Signal wires on met2:
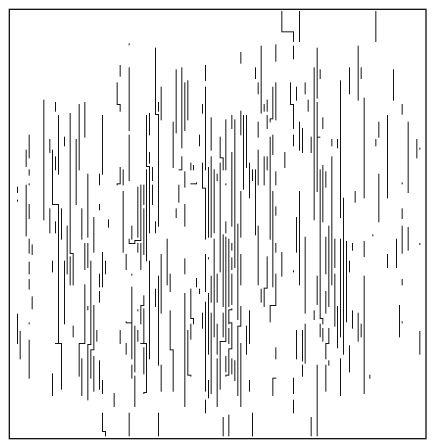
Signal wires on met1:
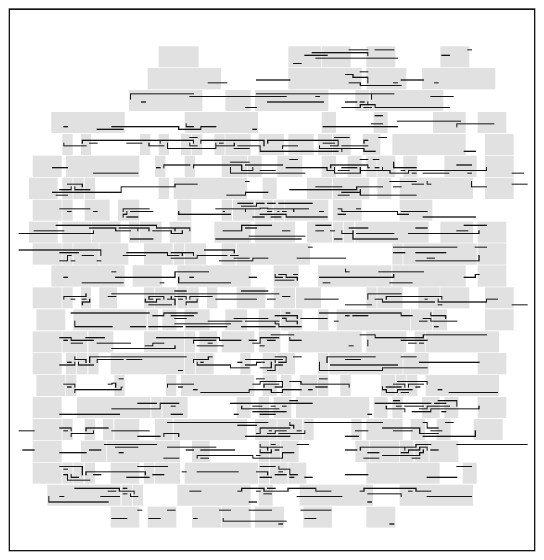
$ cat config.mk
export PLATFORM = sky130hd
export DESIGN_NAME = same_idx_scan
export DESIGN_NICKNAME = d
export VERILOG_FILES = /design/src/rtl/same_idx_pkg.sv /design/src/rtl/same_idx_cnt.sv /design/src/rtl/same_idx_scan.sv
export SDC_FILE = /design/constraint.sdc
export NUM_CORES = 1
export LEC_CHECK = 0
export CORE_AREA = 2 2 63 65
export CTS_CLUSTER_SIZE = 30
export DETAILED_ROUTE_END_ITERATION = 8
export DIE_AREA = 0 0 65 67
export GPL_TIMING_DRIVEN = 0
export PLACE_DENSITY = 0.81
export SYNTH_ARGS = -nofsm -noshare
export SYNTH_HDL_FRONTEND = slang
export SYNTH_SLANG_ARGS = --single-unit
$ cat constraint.sdc
create_clock -name clk -period 3.7 [get_ports clk]
set_input_delay 1.11 -clock clk [delete_from_list [all_inputs] [get_ports clk]]
set_output_delay 1.11 -clock clk [all_outputs]
set_load 0.02 [all_outputs]
$ cat src/rtl/same_idx_pkg.sv
// Shared types and default sizing for the same-index scanner.
package same_idx_pkg;

    localparam int unsigned DEF_DATA_W = 8;
    localparam int unsigned DEF_DEPTH  = 32;
    localparam int unsigned DEF_IDX_W  = $clog2(DEF_DEPTH);
    localparam int unsigned LEN_W      = DEF_IDX_W + 1;

    typedef enum logic [2:0] {
        StIdle,
        StRead,
        StWait,
        StEmit,
        StDone
    } state_e;

endpackage

$ cat src/rtl/same_idx_cnt.sv
// Scan address counter: zero on clr/load, step on inc, flags the last entry of the scan.
module same_idx_cnt
    import same_idx_pkg::*;
#(
    parameter int unsigned IDX_W = DEF_IDX_W
) (
    input  logic             clk,
    input  logic             rstn,
    input  logic             clr,
    input  logic             load,
    input  logic             inc,
    input  logic [IDX_W:0]   len,
    output logic [IDX_W-1:0] addr,
    output logic             last
);

    logic [IDX_W-1:0] addr_q;

    always_ff @(posedge clk or negedge rstn) begin
        if (!rstn) begin
            addr_q <= '0;
        end else if (clr || load) begin
            addr_q <= '0;
        end else if (inc) begin
            addr_q <= addr_q + 1'b1;
        end
    end

    // Compared at IDX_W+1 bits so len == DEPTH maps to last index DEPTH-1 without wrapping.
    assign last = ({1'b0, addr_q} == (len - 1'b1));
    assign addr = addr_q;

endmodule

$ cat src/rtl/same_idx_scan.sv
// Scans len memory entries and streams out every index whose word equals the latched key.
module same_idx_scan
    import same_idx_pkg::*;
#(
    parameter int unsigned DATA_W = DEF_DATA_W,
    parameter int unsigned DEPTH  = DEF_DEPTH,
    parameter int unsigned IDX_W  = DEF_IDX_W
) (
    input  logic              clk,
    input  logic              rstn,
    input  logic              start,
    input  logic              clr,
    input  logic [DATA_W-1:0] key,
    input  logic [IDX_W:0]    len,
    output logic              mem_rd,
    output logic [IDX_W-1:0]  mem_addr,
    input  logic [DATA_W-1:0] mem_data,
    output logic [IDX_W-1:0]  idx_o,
    output logic              idx_valid,
    input  logic              idx_ready,
    output logic              busy,
    output logic              done,
    output logic [IDX_W:0]    match_cnt
);

    localparam logic [IDX_W:0] LEN_MAX = (IDX_W + 1)'(DEPTH);

    state_e            state_q, state_d;
    logic [DATA_W-1:0] key_q;
    logic [IDX_W:0]    len_q, len_sat, match_cnt_q;
    logic [IDX_W-1:0]  idx_q, addr;
    logic              mem_rd_q, idx_valid_q, busy_q, done_q;
    logic              start_acc, hit, inc, last;

    assign len_sat = (len > LEN_MAX) ? LEN_MAX : len;

    same_idx_cnt #(
        .IDX_W(IDX_W)
    ) u_cnt (
        .clk (clk),
        .rstn(rstn),
        .clr (clr),
        .load(start_acc),
        .inc (inc),
        .len (len_q),
        .addr(addr),
        .last(last)
    );

    always_comb begin
        state_d   = state_q;
        start_acc = 1'b0;
        hit       = 1'b0;
        inc       = 1'b0;
        if (clr) begin
            state_d = StIdle;
        end else begin
            unique case (state_q)
                StIdle: begin
                    if (start) begin
                        start_acc = 1'b1;
                        state_d   = (len_sat == '0) ? StDone : StRead;
                    end
                end
                StRead: state_d = StWait;
                StWait: begin
                    if (mem_data == key_q) begin
                        hit     = 1'b1;
                        state_d = StEmit;
                    end else if (last) begin
                        state_d = StDone;
                    end else begin
                        inc     = 1'b1;
                        state_d = StRead;
                    end
                end
                StEmit: begin
                    if (idx_ready) begin
                        if (last) begin
                            state_d = StDone;
                        end else begin
                            inc     = 1'b1;
                            state_d = StRead;
                        end
                    end
                end
                StDone:  state_d = StIdle;
                default: state_d = StIdle;
            endcase
        end
    end

    // Output flags are registered from the next state so they line up with the state they describe.
    always_ff @(posedge clk or negedge rstn) begin
        if (!rstn) begin
            state_q     <= StIdle;
            key_q       <= '0;
            len_q       <= '0;
            match_cnt_q <= '0;
            idx_q       <= '0;
            mem_rd_q    <= 1'b0;
            idx_valid_q <= 1'b0;
            busy_q      <= 1'b0;
            done_q      <= 1'b0;
        end else begin
            state_q <= state_d;
            if (start_acc) begin
                key_q <= key;
                len_q <= len_sat;
            end
            if (clr || start_acc) begin
                match_cnt_q <= '0;
            end else if (hit) begin
                match_cnt_q <= match_cnt_q + 1'b1;
            end
            if (hit) begin
                idx_q <= addr;
            end
            mem_rd_q    <= (state_d == StRead);
            idx_valid_q <= (state_d == StEmit);
            busy_q      <= (state_d != StIdle);
            done_q      <= (state_d == StDone);
        end
    end

    assign mem_rd    = mem_rd_q;
    assign mem_addr  = addr;
    assign idx_o     = idx_q;
    assign idx_valid = idx_valid_q;
    assign busy      = busy_q;
    assign done      = done_q;
    assign match_cnt = match_cnt_q;

endmodule

==> flow_summary.yaml <==
# yosys + openroad results
finish:
  fillCellCount: 309
  stdcell_area_um2: 2420
  area_share_nonclk_buffers_pct: 19.9
  num-clock-buffers: 8
  n_sequential_cell: 37
  top_area_cell_class: "sequential cells"
  inv_count: 6
  final-clk-cell-share_pct: 3.31
  nets: 272
  seq_share_pct: 38.2
  seqCellArea_um2: 926
  final_common_cell: "clkdlybuf4s50_1"
  combGateArea_um2: 852
  area_growth_pct: 32.6
  final_cell_mix: "45 x clkdlybuf4s50_1, 37 x dfrtp_1, 36 x nand2_1, 15 x xnor2_1, 13 x nor2_1"
  drive_gt1_share_pct: 6.17
  antenna_cells: 0
  comb_share_pct: 35.2
logic_synthesis:
  synth.avg_cell_area_um2: 9.67
  largest_area_cell: "dfrtp_1"
  postSynthSeqShare_pct: 50.7
  synthXorXnorAreaFrac_pct: 8.63
  synth-simple-area-share_pct: 22.7
  fp_nets: 219
  compound_area_share_pct: 9.59
  ys.flop_type: "dfrtp_1"
  yosys_area_um2: 1830
  ys_ff: 37
  synth-adder-area-share_pct: 2.05
  edf_count: 0
  synthTopLogicFamily: "simple AND/OR/NAND/NOR gates"
  mux_area_share_pct: 3.63
  async_flop_share_pct: 100
  syn_inst: 189
  ys_cells: 189
  ys_types: 35
grt:
  grt_usage_pct: 19.6
  grt_max_degree: 38
  grt_pass1_wl_um: 6400
  grt_pass1_vias: 1484
  busiest_layer: "met2"
  met3_usage_pct: 6.93
  grt-ovfl-total: 0
place:
  post-place-ws_ns: 0.408
  routabilityCongestion: 0.885
  dp.final_hpwl_um: 2770
  portBuffers: 46
power_and_ir_drop:
  swShare_pct: 27.6
  maxPowerGroup: "registers"
  pwr-share-seq_pct: 50.3
  powerSeq_w: 0.000467
  comb-power_w: 0.000196
  p_clk_w: 0.000266
  ir_drop_uv: 242
  cellInternalPower_w: 0.000673
  p_sw_w: 0.000256
  clkPwrFrac_pct: 28.6
  p_leak_nw: 1.03
  powerDensity_nw_per_um2: 383
  comb_power_share_pct: 21.1
setup_path:
  r2r_cells: 8
  path_common_cell: "clkbuf_1"
  max_stage_delay_ns: 0.57
  critPathTopFamily: "buffers and inverters"
  crit_end: "len_q[1]"
  cp.depth: 6
  ff2ff_setup_slack_ns: 1.12
  crit_slowest_cell: "nor4b_1"
  path_cells: "clkdlybuf4s50_1 > nor4b_1 > nor2b_1 > clkbuf_1 > clkbuf_1 > o21ai_0"
  r2r_start: "len_q[0]"
  end_kind: "register"
  critPathKind: "in2reg"
  critPathLaunchType: "primary input"
  cp.arrival_ns: 3.12
  cp_max_fo: 10
  r2r-end: "busy"
  crit_start: "start"
floorplan:
  num_rows: 22
  core-area_um2: 3610
  die-area_um2: 4360
  tapCellCount: 48
  fp_util_pct: 50.7
  num_io_pins: 47
job:
  warning_count: 26
  maxCapViolCount: 0
clock_network:
  cts_resized: 0
  clk_pin_slew_ns: 0.07
  cts.sinks: 37
  cts_max_path_buffers: 2
  post-cts-setup-buffers: 0
  cts_tree: "built"
  cts_buffers: 5
  postCtsHoldBufs: 0
  clock_latency_ns: 0.29
  cts_root_buffer: "clkbuf_8"
route:
  drc: 0
  wl_met1_um: 1550
  first_pass_iters: 5
  wl_met2_um: 1760
  top_layer: "met4"
  vias_per_cell: 5.11
  wl_per_cell_um: 12.3
  wl_met3_um: 213
  antenna_left: 0
  drt-initial-drc-count: 46
sta:
  timing_hold_violations_final: 0
  slew_headroom_pct: 46.7
  post-route-period-util_pct: 80.0
  slew_violations: 0
  max_freq_ghz: 0.338
  finalSetupViolations: 0
  fin_tns_setup_ns: 0
  setup_ws_ns: 0.739
  clock_skew_ns: 0.00331
  tightest_slew_ns: 0.799
min_path:
  hold_end: "key_q[6]"
  hp-start: "key_q[6]"
  hold_path.class: "reg2reg"
run_status:
  outcome: "completed"
-- 'signal wires on met2' (at the start) --
share of all routed wire	49%
longest straight run	24.5 µm
final wirelength: 3570 µm
routed vias: 1486
met2 Resource Use GR: 35.4%

-- 'signal wires on met1' (at the start) --
longest straight run	20.7 µm
wire length on this layer	1550 µm
M1 GR Usage: 21.4%

[per-stage QoR]
step | utilization, % | total power (W) | hold WS, ns | instances
4_1_cts | 67.2 | 0.000942 | 0.499 | 291
3_5_place_dp | 65.0 | 0.000674 | 0.483 | 283
5_1_grt | 67.2 | 0.000992 | 0.514 | 291
2_1_floorplan | - | 0.000598 | 0.450 | 189
3_3_place_gp | 65.1 | 0.000666 | 0.479 | 283
6_report | 67.2 | 0.000929 | 0.493 | 291
[registers in the layout, indices dropped and copies added, names as in the netlist]
signal,flops
u_cnt.addr,5
busy,1
state_q,3
idx_valid,1
len_q,6
key_q,8
done,1
idx_o,5
mem_rd,1
match_cnt,6
[tightest hold or removal path, stage by stage (launching register included)]
cell     delay (ns)
dfrtp_1        0.36
nand2_1        0.05
nand2_1        0.05
Power and IR drop assume default switching activity.
